Design ecc_err_event_logger_flat, sky130hd; sources not shown.
layer_met1.png
Supply wires on this layer in grey.
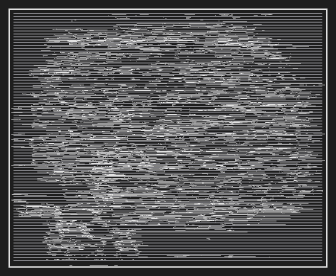
main direction: horizontal
wire length on this layer: 26.9 mm
longest straight run: 111 um
final WL: 53990 um
vias: 11158
met1 usage: 23.72%

layer_met2.png
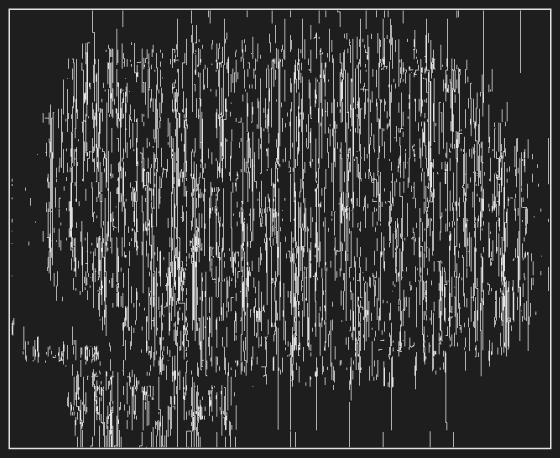
wire length on this layer: 24.1 mm
main direction: vertical
longest straight run: 94.2 um
nets with wire on the layer: 1105
share of all routed wire: 45%
met2 usage: 22.97%

layer_met3.png
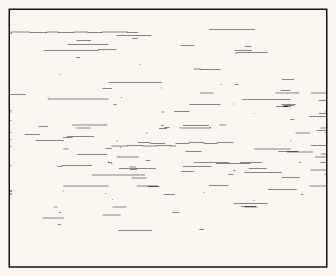
share of all routed wire: 3.8%
wire length on this layer: 2030 um
GR Util met3: 2.373%

==> job_summary.md <==
## PnR job results

| Metric | Value |
|---|---|
| Vias in the first global route | `11608` |
| Max H-tree Level | `2` |
| Detailed Route Iter0 Violations | `936` |
| Post-DP HPWL | `29410 um` |
| Normalized max-slew margin | `23.49%` |
| Nets | `1280` |
| Yosys Instances | `1098` |
| CTS tree | `done` |
| Power consumption | `0.007468 W` |
| Clock Path Buffers | `3` |
| Clock power frac | `29.8%` |
| Synth Seq Share | `75.23%` |
| Critical Path Fanout Max | `54` |
| Internal power | `0.005174 W` |
| Post-CTS Hold Fix Bufs | `0` |
| Reg2reg setup slack | `6.72 ns` |
| Seq cells post-synth | `592` |
| Number of enable flip-flop cells | `544` |
| Syn_nets | `1151` |
| Setup Fix Bufs, Post-CTS | `0` |
| Largest register FFs | `544` |
| Max Cap Viol | `0` |
| Non-Filler Instances | `2140` |
| Final period utilization | `62.76%` |
| Fin util | `40.82%` |
| GRT overflow | `0` |
| Final Setup Violations | `0` |
| Sw Pwr | `0.002293 W` |
| Primary FF master, synth | `edfxtp_1` |
| Row cnt | `85` |
| Leak | `8.718 nW` |
| CP Class | `reg2out` |
| Fin worst setup slack | `3.716 ns` |
| Num CTS Buffers | `59` |
| Late-Pin Clk Latency | `0.61 ns` |
| Clock Root Buffer | `clkbuf_16` |
| Worst Hold Depth | `1` |
| GPL Wtd Cong | `0.7217` |
| Post-Synthesis Cells | `1098` |
| Synth-to-Final Area Change | `17.14%` |
| Final TNS setup | `0 ns` |
| Synth Cell Area | `23310 sq um` |
| GRT Overall Usage | `15.40%` |
| Ys async rst share | `8.108%` |
| Final Hold Viols | `0` |
| Worst-Margin Slew | `1.148 ns` |
| # IOs | `90` |
| Reg2reg path depth | `8` |
| Initial core utilization | `34.85%` |
| Fraction of layout cells with a size suffix above 1 | `24.02%` |
| Antenna fix cells | `0` |
| Syn avg cell area | `21.23 sq um` |
| Switching share of power | `30.71%` |
| Worst-path clk slew | `0.06 ns` |
| Fmax achieved | `0.1596 GHz` |
| Largest net degree at the start of global routing | `81` |
| Pre-antenna DRT Iters | `5` |
| Port buffer count | `89` |
| Die ar. | `71040 sq um` |
| Yosys warning tally | `0` |
| Logic gate share of total power | `29.9%` |
| Drt drc | `0` |
| Tmin final | `6.264 ns` |
| Max Slew Vio Count | `0` |
| Vert. Die Dim | `240 um` |
| PD cells | `273.5 nW/um^2` |
| First-pass GRT wire length | `80360 um` |
| Critical Path AT | `4.22 ns` |
| Placed cell count | `2036` |
| Peak VDD IR | `0.2584 mV` |
| Via density | `5.214` |
| Hold WC Path Type | `reg2reg` |
| Status | `finished, final reports clean` |
| CP startpoint kind | `flip-flop` |
| Worst Setup End Kind | `primary output` |
| Routed wire per std cell | `25.23 um` |
| Yosys Chip Area | `23310 sq um` |
| Core region area | `66900 sq um` |
| Dpl ws | `4.351 ns` |
| Antenna-violating nets left | `0` |
| Clock sinks | `592` |
| Register share of total power | `40.3%` |
| Post-cts resize count | `0` |
| Die Wd | `296 um` |
| RSZ-0062 raised after global routing | `false` |
| Unique cell types | `52` |
| OpenROAD warning count | `29` |
| Required @ worst endpoint | `7.93 ns` |
| Initial antenna violation count | `1` |
cell type report:
class	count	area, sq um
Tap cell	870	1089
Fill cell	5868	39590
Multi-Input combinational cell	441	5585
Inverter	14	52.55
Clock buffer	75	1558
Clock inverter	29	351.6
Timing Repair Buffer	119	1124
Sequential cell	592	17550
kinds of logic (layout without fill, tap and decap cells):
group	count (synthesis)	after routing	share of synthesized area, %
simple gates	146	146	3.682
xor+xnor	32	32	1.202
fa+ha+maj	21	21	1.159
buf+inv	65	237	1.299
flops	592	592	75.23
mux	176	176	15.06
compound gates	66	66	2.367
cells in the mapped netlist, types with 2 or more instances:
cell type / count / area share (%)
edfxtp_1: 544 / 70
mux4_2: 136 / 13
dfrtp_1: 48 / 5.2
nor2b_1: 40 / 1.1
a221o_1: 35 / 1.5
mux2_2: 35 / 1.7
clkbuf_1: 31 / 0.50
ha_1: 20 / 1.1
xnor2_1: 19 / 0.71
nand2_1: 18 / 0.29
nand3_1: 18 / 0.39
inv_1: 14 / 0.23
nor3_1: 14 / 0.30
nor2_1: 13 / 0.21
xor2_1: 13 / 0.49
buf_2: 11 / 0.24
a21oi_1: 7 / 0.15
and4_1: 7 / 0.26
o21ai_0: 7 / 0.15
and2_1: 5 / 0.13
buf_6: 5 / 0.24
nand4_1: 5 / 0.13
nor3b_1: 5 / 0.16
nor4_1: 4 / 0.11
nor4bb_1: 4 / 0.17
a2111oi_0: 3 / 0.11
mux2_1: 3 / 0.14
nand2b_1: 3 / 0.081
o21ai_1: 3 / 0.064
a211oi_1: 2 / 0.064
a21o_1: 2 / 0.064
buf_1: 2 / 0.032
buf_4: 2 / 0.064
mux2i_1: 2 / 0.086
placed cells by master, fill, tap and decap left out, types with 19 or more instances in the layout:
master,count
nor2b_1,39
ha_1,20
mux4_2,136
a221o_1,35
edfxtp_1,544
mux2_2,35
clkdlybuf4s50_1,88
clkbuf_16,60
buf_4,29
xnor2_1,19
dfrtp_1,45
critical path: stages (launching register included):
cell	delay, ns
dfrtp_4	1.05
buf_4	0.86
mux4_2	0.34
nor2b_1	0.33
a221o_1	0.25
clkdlybuf4s50_1	0.69
per-stage QoR:
step	hold WS [ns]	cell area, sq um
2_1_floorplan	0.4682	23310
3_3_place_gp	0.4316	25400
3_5_place_dp	0.4386	25400
4_1_cts	0.4523	27310
5_1_grt	0.4699	27310
6_report	0.4486	27310
power by group through the flow:
| stage | clock, W | sequential [W] | combinational (W) |
|---|---|---|---|
| after floorplan | 0 | 0.00293 | 0.00158 |
| after global placement | 0 | 0.00306 | 0.00229 |
| after detailed placement | 0 | 0.00306 | 0.00228 |
| after CTS | 0.00229 | 0.00301 | 0.00229 |
| after global routing | 0.00239 | 0.00303 | 0.00239 |
| final | 0.00223 | 0.00301 | 0.00223 |
metal layers:
| layer | up-vias | wire [um] | part of all wire [%] | global-route usage (%) |
|---|---|---|---|---|
| met5 | - | 0 | 0 | 0 |
| met4 | 0 | 971 | 1.8 | 3.771 |
| met3 | 74 | 2031 | 3.8 | 2.373 |
| met2 | 215 | 24090 | 45 | 22.97 |
| met1 | 6040 | 26890 | 50 | 23.72 |
| li1 | 4829 | - | - | - |
Power figures rest on the tool's default switching activity, not on a simulated workload.
